==> config.mk <==
export PLATFORM = sky130hd
export DESIGN_NAME = dcache_req_queue
export DESIGN_NICKNAME = d
export VERILOG_FILES = /design/src/rtl/dcache_req_queue.sv
export SDC_FILE = /design/constraint.sdc
export NUM_CORES = 1
export LEC_CHECK = 0
export ABC_AREA = 1
export CAP_MARGIN = 30
export CORE_ASPECT_RATIO = 0.8
export CORE_MARGIN = 2
export CORE_UTILIZATION = 50
export DETAILED_ROUTE_END_ITERATION = 7
export GPL_ROUTABILITY_DRIVEN = 0
export PLACE_DENSITY = 0.76
export SETUP_SLACK_MARGIN = 0.2
export SLEW_MARGIN = 10
export SYNTH_ARGS = -nofsm -noshare
export SYNTH_HDL_FRONTEND = slang
export SYNTH_SLANG_ARGS = --single-unit
==> constraint.sdc <==
create_clock -name clk_i -period 11.79 [get_ports clk_i]
set_input_delay 2.358 -clock clk_i [delete_from_list [all_inputs] [get_ports clk_i]]
set_output_delay 2.358 -clock clk_i [all_outputs]
set_load 0.05 [all_outputs]
==> src/rtl/dcache_req_queue.sv <==
// In-order request queue between the CPU load/store port and the data cache.
// Holds the oldest request on the pipe_req bus until retired; one response per request.

package dcache_req_queue_pkg;
  typedef enum logic [1:0] {BYTE = 2'd0, HALF = 2'd1, WORD = 2'd2} memory_operation_size_e;
  typedef enum logic [1:0] {LOAD = 2'd0, STORE = 2'd1, CLFLUSH = 2'd2} memory_operation_e;
endpackage

module dcache_req_queue
  import dcache_req_queue_pkg::*;
#(
  parameter int unsigned DEPTH    = 4,
  parameter int unsigned OFS_SIZE = 5,
  parameter int unsigned SET_SIZE = 3,
  parameter int unsigned TAG_SIZE = 24,
  parameter int unsigned XLEN     = 32
) (
  input  logic                  clk_i,
  input  logic                  reset_i,
  input  logic                  cpu_req_valid_i,
  output logic                  cpu_req_ready_o,
  input  logic [XLEN-1:0]       cpu_req_address_i,
  input  memory_operation_size_e cpu_req_size_i,
  input  memory_operation_e     cpu_req_type_i,
  input  logic [XLEN-1:0]       cpu_word_to_store_i,
  output logic [OFS_SIZE-1:0]   pipe_req_ofs_o,
  output logic [SET_SIZE-1:0]   pipe_req_set_o,
  output logic [TAG_SIZE-1:0]   pipe_req_tag_o,
  output memory_operation_size_e pipe_req_size_o,
  output memory_operation_e     pipe_req_type_o,
  output logic [XLEN-1:0]       pipe_word_to_store_o,
  output logic                  pipe_req_valid_o,
  input  logic                  req_done_i,
  input  logic [XLEN-1:0]       pipe_fetched_word_i,
  output logic                  cpu_rsp_valid_o,
  output logic [XLEN-1:0]       cpu_rsp_data_o,
  output logic                  cpu_rsp_error_o
);

  localparam int unsigned PTR_W = $clog2(DEPTH);
  localparam int unsigned CNT_W = PTR_W + 1;

  typedef struct packed {
    logic [TAG_SIZE-1:0]    tag;
    logic [SET_SIZE-1:0]    set;
    logic [OFS_SIZE-1:0]    ofs;
    memory_operation_size_e size;
    memory_operation_e      op;
    logic [XLEN-1:0]        word;
    logic                   err;
  } entry_t;

  entry_t            mem_q [DEPTH];
  entry_t            head;
  entry_t            new_entry;
  logic [PTR_W-1:0]  wr_ptr_q, wr_ptr_d;
  logic [PTR_W-1:0]  rd_ptr_q, rd_ptr_d;
  logic [CNT_W-1:0]  count_q, count_d;
  logic              rsp_valid_q, rsp_valid_d;
  logic              rsp_error_q, rsp_error_d;
  logic [XLEN-1:0]   rsp_data_q, rsp_data_d;
  logic              enq, deq, not_empty, misaligned;

  assign head      = mem_q[rd_ptr_q];
  assign not_empty = (count_q != '0);

  assign cpu_req_ready_o      = (count_q != CNT_W'(DEPTH));
  assign pipe_req_valid_o     = not_empty && !head.err;
  assign pipe_req_tag_o       = head.tag;
  assign pipe_req_set_o       = head.set;
  assign pipe_req_ofs_o       = head.ofs;
  assign pipe_req_size_o      = head.size;
  assign pipe_req_type_o      = head.op;
  assign pipe_word_to_store_o = head.word;
  assign cpu_rsp_valid_o      = rsp_valid_q;
  assign cpu_rsp_error_o      = rsp_error_q;
  assign cpu_rsp_data_o       = rsp_data_q;

  // Next-state: entry build, pointer/count update and response register.
  always_comb begin
    misaligned  = 1'b0;
    new_entry   = '0;
    enq         = 1'b0;
    deq         = 1'b0;
    wr_ptr_d    = wr_ptr_q;
    rd_ptr_d    = rd_ptr_q;
    count_d     = count_q;
    rsp_valid_d = 1'b0;
    rsp_error_d = 1'b0;
    rsp_data_d  = '0;

    // Cache-line flushes ignore alignment.
    if (cpu_req_type_i != CLFLUSH) begin
      misaligned = ((cpu_req_size_i == HALF) && cpu_req_address_i[0]) ||
                   ((cpu_req_size_i == WORD) && (cpu_req_address_i[1:0] != 2'b00));
    end

    new_entry.tag  = cpu_req_address_i[XLEN-1 -: TAG_SIZE];
    new_entry.set  = cpu_req_address_i[OFS_SIZE +: SET_SIZE];
    new_entry.ofs  = cpu_req_address_i[OFS_SIZE-1:0];
    new_entry.size = cpu_req_size_i;
    new_entry.op   = cpu_req_type_i;
    new_entry.word = cpu_word_to_store_i;
    new_entry.err  = misaligned;

    enq = cpu_req_valid_i && cpu_req_ready_o;
    // Error heads retire on their own; normal heads wait for the controller.
    deq = not_empty && (head.err || req_done_i);

    if (enq) wr_ptr_d = wr_ptr_q + PTR_W'(1);
    if (deq) rd_ptr_d = rd_ptr_q + PTR_W'(1);
    count_d = count_q + CNT_W'(enq) - CNT_W'(deq);

    if (deq) begin
      rsp_valid_d = 1'b1;
      rsp_error_d = head.err;
      if (!head.err && (head.op == LOAD)) rsp_data_d = pipe_fetched_word_i;
    end
  end

  always_ff @(posedge clk_i or posedge reset_i) begin
    if (reset_i) begin
      wr_ptr_q    <= '0;
      rd_ptr_q    <= '0;
      count_q     <= '0;
      rsp_valid_q <= 1'b0;
      rsp_error_q <= 1'b0;
      rsp_data_q  <= '0;
    end else begin
      wr_ptr_q    <= wr_ptr_d;
      rd_ptr_q    <= rd_ptr_d;
      count_q     <= count_d;
      rsp_valid_q <= rsp_valid_d;
      rsp_error_q <= rsp_error_d;
      rsp_data_q  <= rsp_data_d;
    end
  end

  // Entry storage carries no reset; validity is tracked by count_q.
  always_ff @(posedge clk_i) begin
    if (enq) mem_q[wr_ptr_q] <= new_entry;
  end

endmodule

Fig. 1: run 1, signal wires by layer
Drawn at 1.5 px/um. Only two layers are drawn.
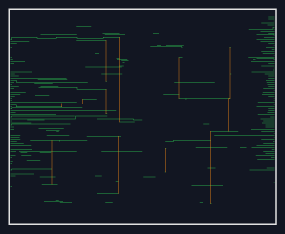
legend:
  orange:
    layer: met4
    wire_length: 320 um
  green:
    layer: met3
    wire_length: 2,050 um
All-Layer GR Usage: 20.4%
via total after detailed routing: 7,387
Routed WL: 25,800 um

Fig. 2: run 1, metal 2
Drawn at 3 px/um.
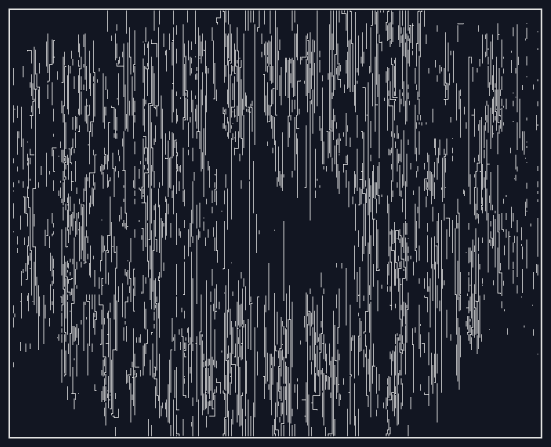
nets with wire on the layer: 912
share of all routed wire: 47%
wire length on this layer: 12,100 um
met2 Use GR: 33.2%

==> results.yml, run 1 <==
# generated from flow reports
clocking:
  postCtsHoldBufs: 0
  cts_buffers: 30
  clockRootBuffer: "clkbuf_16"
  htreeDepth: 1
status:
  outcome: "finished, final reports clean"
synthesis:
  syn_area_per_cell_um2: 14.2
  synth_cell_types: 29
  ys_warn_count: 0
  syn_inst: 841
  fp_nets: 952
  yosys.area_share.simple_pct: 8.86
  ys_chip_area_um2: 12000
floorplanning:
  placementRows: 50
  fp-utilization_pct: 51.0
  die_h_um: 142
worst_setup_path:
  slowest_stage: "clkdlybuf4s50_1"
  crit_buf_inv: 3
  worst-r2r-cell-count: 14
  cp-end-kind: "primary output"
  start_kind: "register"
  r2r-start: "rd_ptr_q[1]"
  crit_type: "register to primary output"
worst_hold_path:
  hp-start: "count_q[0]"
timing:
  hold_viol_final: 0
  setup_violations: 0
  fin_ws_ps: 5520
pwr:
  p_clk_share_pct: 20.2
place:
  port-buffer-count: 207
finish:
  drive_gt1_share_pct: 9.03
global_routing:
  grt_pass1_vias: 7435
  grt_start_max_net_pins: 87
Fig. 3: run 1, ports around the boundary
Drawn at 3 px/um. Pins as bars across the die edge, other pins in grey.
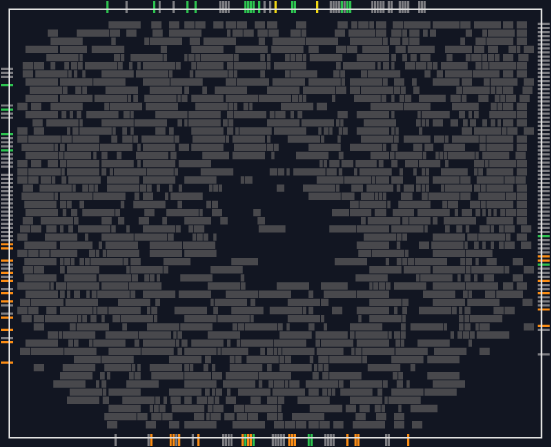
legend:
  orange:
    port: `cpu_word_to_store_i`
    pins: 32
    direction: input
    edge: 15 bottom, 11 left, 6 right
  yellow:
    port: `cpu_req_type_i`
    pins: 2
    direction: input
    edge: top
  green:
    port: `pipe_req_tag_o`
    pins: 24
    direction: output
    edge: 14 top, 4 left, 4 bottom, 2 right

-- run 1: kinds of logic after synthesis --
logic type | after synthesis
compound gates | 203
xor+xnor | 3
fa+ha+maj | 7
buf+inv | 73
flops | 317
simple gates | 238
-- run 1: state kept, by name, summed over array words and instances, names as in the netlist --
name,cells
rd_ptr_q,2
cpu_rsp_data_o,32
count_q,3
cpu_rsp_valid_o,1
cpu_rsp_error_o,1
mem_q,276
wr_ptr_q,2
-- run 1: metrics by stage --
step / instances / area, um^2 / utilization [%] / total power, mW / hold WS, ps
CTS: 1375 / 15300 / 65.1 / 4.63 / 566
floorplan: 841 / 12000 / - / 3.02 / 522
finish: 1375 / 15300 / 65.1 / 4.60 / 567
global route: 1375 / 15300 / 65.1 / 4.82 / 587
global placement: 1315 / 14200 / 60.7 / 3.66 / 542
detailed placement: 1319 / 14300 / 61.0 / 3.70 / 551
-- run 1: power groups by stage --
| stage | combinational, mW | clock, mW | sequential (mW) |
|---|---|---|---|
| floorplan | 1.37 | 0 | 1.65 |
| global placement | 2.08 | 0 | 1.57 |
| detailed placement | 2.12 | 0 | 1.58 |
| CTS | 2.14 | 0.944 | 1.55 |
| global route | 2.25 | 0.996 | 1.57 |
| finish | 2.12 | 0.930 | 1.55 |
-- run 1: cell type report --
| type | instances | area, um^2 | share of cell area [%] |
|---|---|---|---|
| timing repair buffer | 220 | 2220 | 14.5 |
| multi-input combinational | 451 | 2310 | 15.1 |
| clock buffer | 37 | 777 | 5.09 |
| tap | 312 | 390 | 2.56 |
| sequential | 317 | 9320 | 61.0 |
| inverter | 19 | 73.8 | 0.483 |
| clock inverter | 19 | 178 | 1.16 |
-- run 1: routing by layer --
metal,vias up,global-route usage [%],wire [um]
met2,253,33.2,12100
met3,25,5.69,2050
met1,3628,28.4,11300
met4,2,3.35,319
met5,-,0,13
li1,3479,-,-
-- run 1: synth_stat cells (all sizes together) --
| cell type | number | area [um^2] |
|---|---|---|
| ha | 6 | 75.1 |
| edfxtp | 276 | 8290 |
| dfrtp | 41 | 1030 |
| nor2 | 172 | 703 |
| inv | 18 | 67.6 |
| a211oi | 1 | 7.51 |
| o22ai | 67 | 419 |
| fa | 1 | 20.0 |
| xor2 | 1 | 8.76 |
| nand2 | 24 | 119 |
| buf | 30 | 198 |
| a21oi | 3 | 15.0 |
| clkinv | 1 | 3.75 |
| xnor2 | 2 | 17.5 |
| nand3 | 41 | 228 |
| clkbuf | 24 | 93.8 |
| o21ai | 132 | 661 |
| nor3 | 1 | 10.0 |
-- run 1: worst max-delay path by stage --
stage                     from                  endpoint  depth (start not counted)
2_1_floorplan  cpu_req_valid_i               mem_q[0][0]                          2
3_3_place_gp       rd_ptr_q[0]  pipe_word_to_store_o[22]                          5
3_5_place_dp       rd_ptr_q[0]  pipe_word_to_store_o[22]                          5
4_1_cts            rd_ptr_q[0]  pipe_word_to_store_o[22]                          5
5_1_grt            rd_ptr_q[0]  pipe_word_to_store_o[26]                          5
6_report           rd_ptr_q[0]  pipe_word_to_store_o[26]                          5
--- run 2 (diff from run 1) ---
Settings changed: CORE_UTILIZATION 50 to 47, PLACE_DENSITY 0.76 to 0.75.
Clock period 11.79 ns to 5.4 ns, I/O delays scaled along.
Fig. 4: run 2, metal 2
Drawn at 2 px/um.
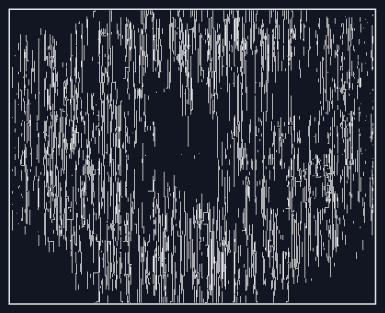
longest straight run: 70.0 um
share of all routed wire: 47%
main direction: vertical
via total after detailed routing: 7,403
Routed WL: 26,100 um

Fig. 5: run 2, placement view
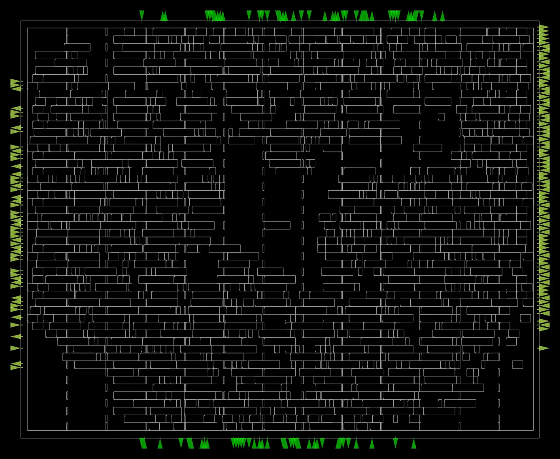
fill count: 1,903
Seq cells: 317
FP Rows: 52
fin cells: 1,390

==> results.yml, run 2 <==
# generated from flow reports
synthesis:
  fp_nets: 952
  top_cells_by_count: "276 x edfxtp_1, 149 x nor2_1, 132 x o21ai_0"
  synth.area.top_cells: "edfxtp_1 69%, dfrtp_1 8.6%, o21ai_0 5.5%"
  netlist.area_leader.share_pct: 69.3
  syn_area_per_cell_um2: 14.2
  synth_cell_types: 29
  synth.most_common_cell: "edfxtp_1"
  synth-async-reset-ratio_pct: 12.9
  yosys.area.top_type: "edfxtp_1"
  ys_chip_area_um2: 12000
  synthFlopType: "edfxtp_1"
  syn_inst: 841
global_routing:
  grt_start_max_net_pins: 78
  grt_pass1_vias: 7498
  grt_usage_pct: 19.4
finish:
  largest_register_ffs: 276
  top_register: "mem_q"
clocking:
  postCtsHoldBufs: 0
  cts_buffers: 31
floorplanning:
  fp-utilization_pct: 47.5
  die_h_um: 147
worst_setup_path:
  start_kind: "register"
  crit_buf_inv: 2
  crit_type: "register to primary output"
  slowest_stage: "clkdlybuf4s50_1"
status:
  outcome: "finished, final reports clean"
worst_hold_path:
  hp-start: "count_q[0]"
run 2: cell families (layout without fill, tap and decap cells):
kind of cell | after synthesis | after routing | synth area share (%)
DFF | 317 | 317 | 77.9
and+or+nand+nor | 238 | 238 | 8.86
AOI/OAI and AO/OA | 203 | 203 | 9.22
buffers and inverters | 73 | 297 | 3.03
adders and majority gates | 7 | 7 | 0.795
xor gates and xnor gates | 3 | 3 | 0.220
other | 0 | 1 | 0
run 2: power breakdown:
group          internal [mW]  switching, mW
Clock                   1.06          0.871
Sequential              3.22          0.186
Combinational           1.35           3.25
run 2: how the worst max path moves through the flow:
stage	from	end	slack (ps)	cells after the start
5_1_grt	rd_ptr_q[0]	pipe_word_to_store_o[27]	530	4
3_5_place_dp	rd_ptr_q[0]	pipe_word_to_store_o[27]	1300	4
2_1_floorplan	cpu_req_valid_i	mem_q[0][0]	730	2
4_1_cts	rd_ptr_q[0]	pipe_word_to_store_o[27]	650	4
3_3_place_gp	rd_ptr_q[0]	pipe_req_tag_o[12]	1210	5
6_report	rd_ptr_q[0]	pipe_word_to_store_o[27]	710	4
run 2: metrics by stage:
step           power, mW  hold WS (ps)  instances  worst slack, ps  utilization, %
3_5_place_dp        8.08           559       1331             1300            56.9
4_1_cts             10.0           573       1389              645            60.5
6_report            9.93           567       1390              705            60.5
2_1_floorplan       6.60           522        841              729               -
3_3_place_gp        7.99           552       1329             1210            56.7
5_1_grt             10.4           602       1389              528            60.5
run 2: final cells by class:
class,instances,area (um^2),share of cell area (%)
Sequential cell,317,9320,61.2
Multi-Input combinational cell,451,2310,15.2
Timing Repair Buffer,220,2210,14.5
Clock buffer,43,821,5.39
Tap cell,324,405,2.66
Clock inverter,15,81.3,0.534
Inverter,19,73.8,0.485
Antenna cell,1,2.50,0.0164
run 2: routing by layer:
layer	track usage (%)	share of wire (%)	up-vias
li1	-	-	3488
met1	26.5	43	3612
met2	31.4	47	259
met3	4.96	7.8	42
met4	4.96	1.8	2
met5	0	0.050	-
Power is estimated from default activity; no workload was simulated.
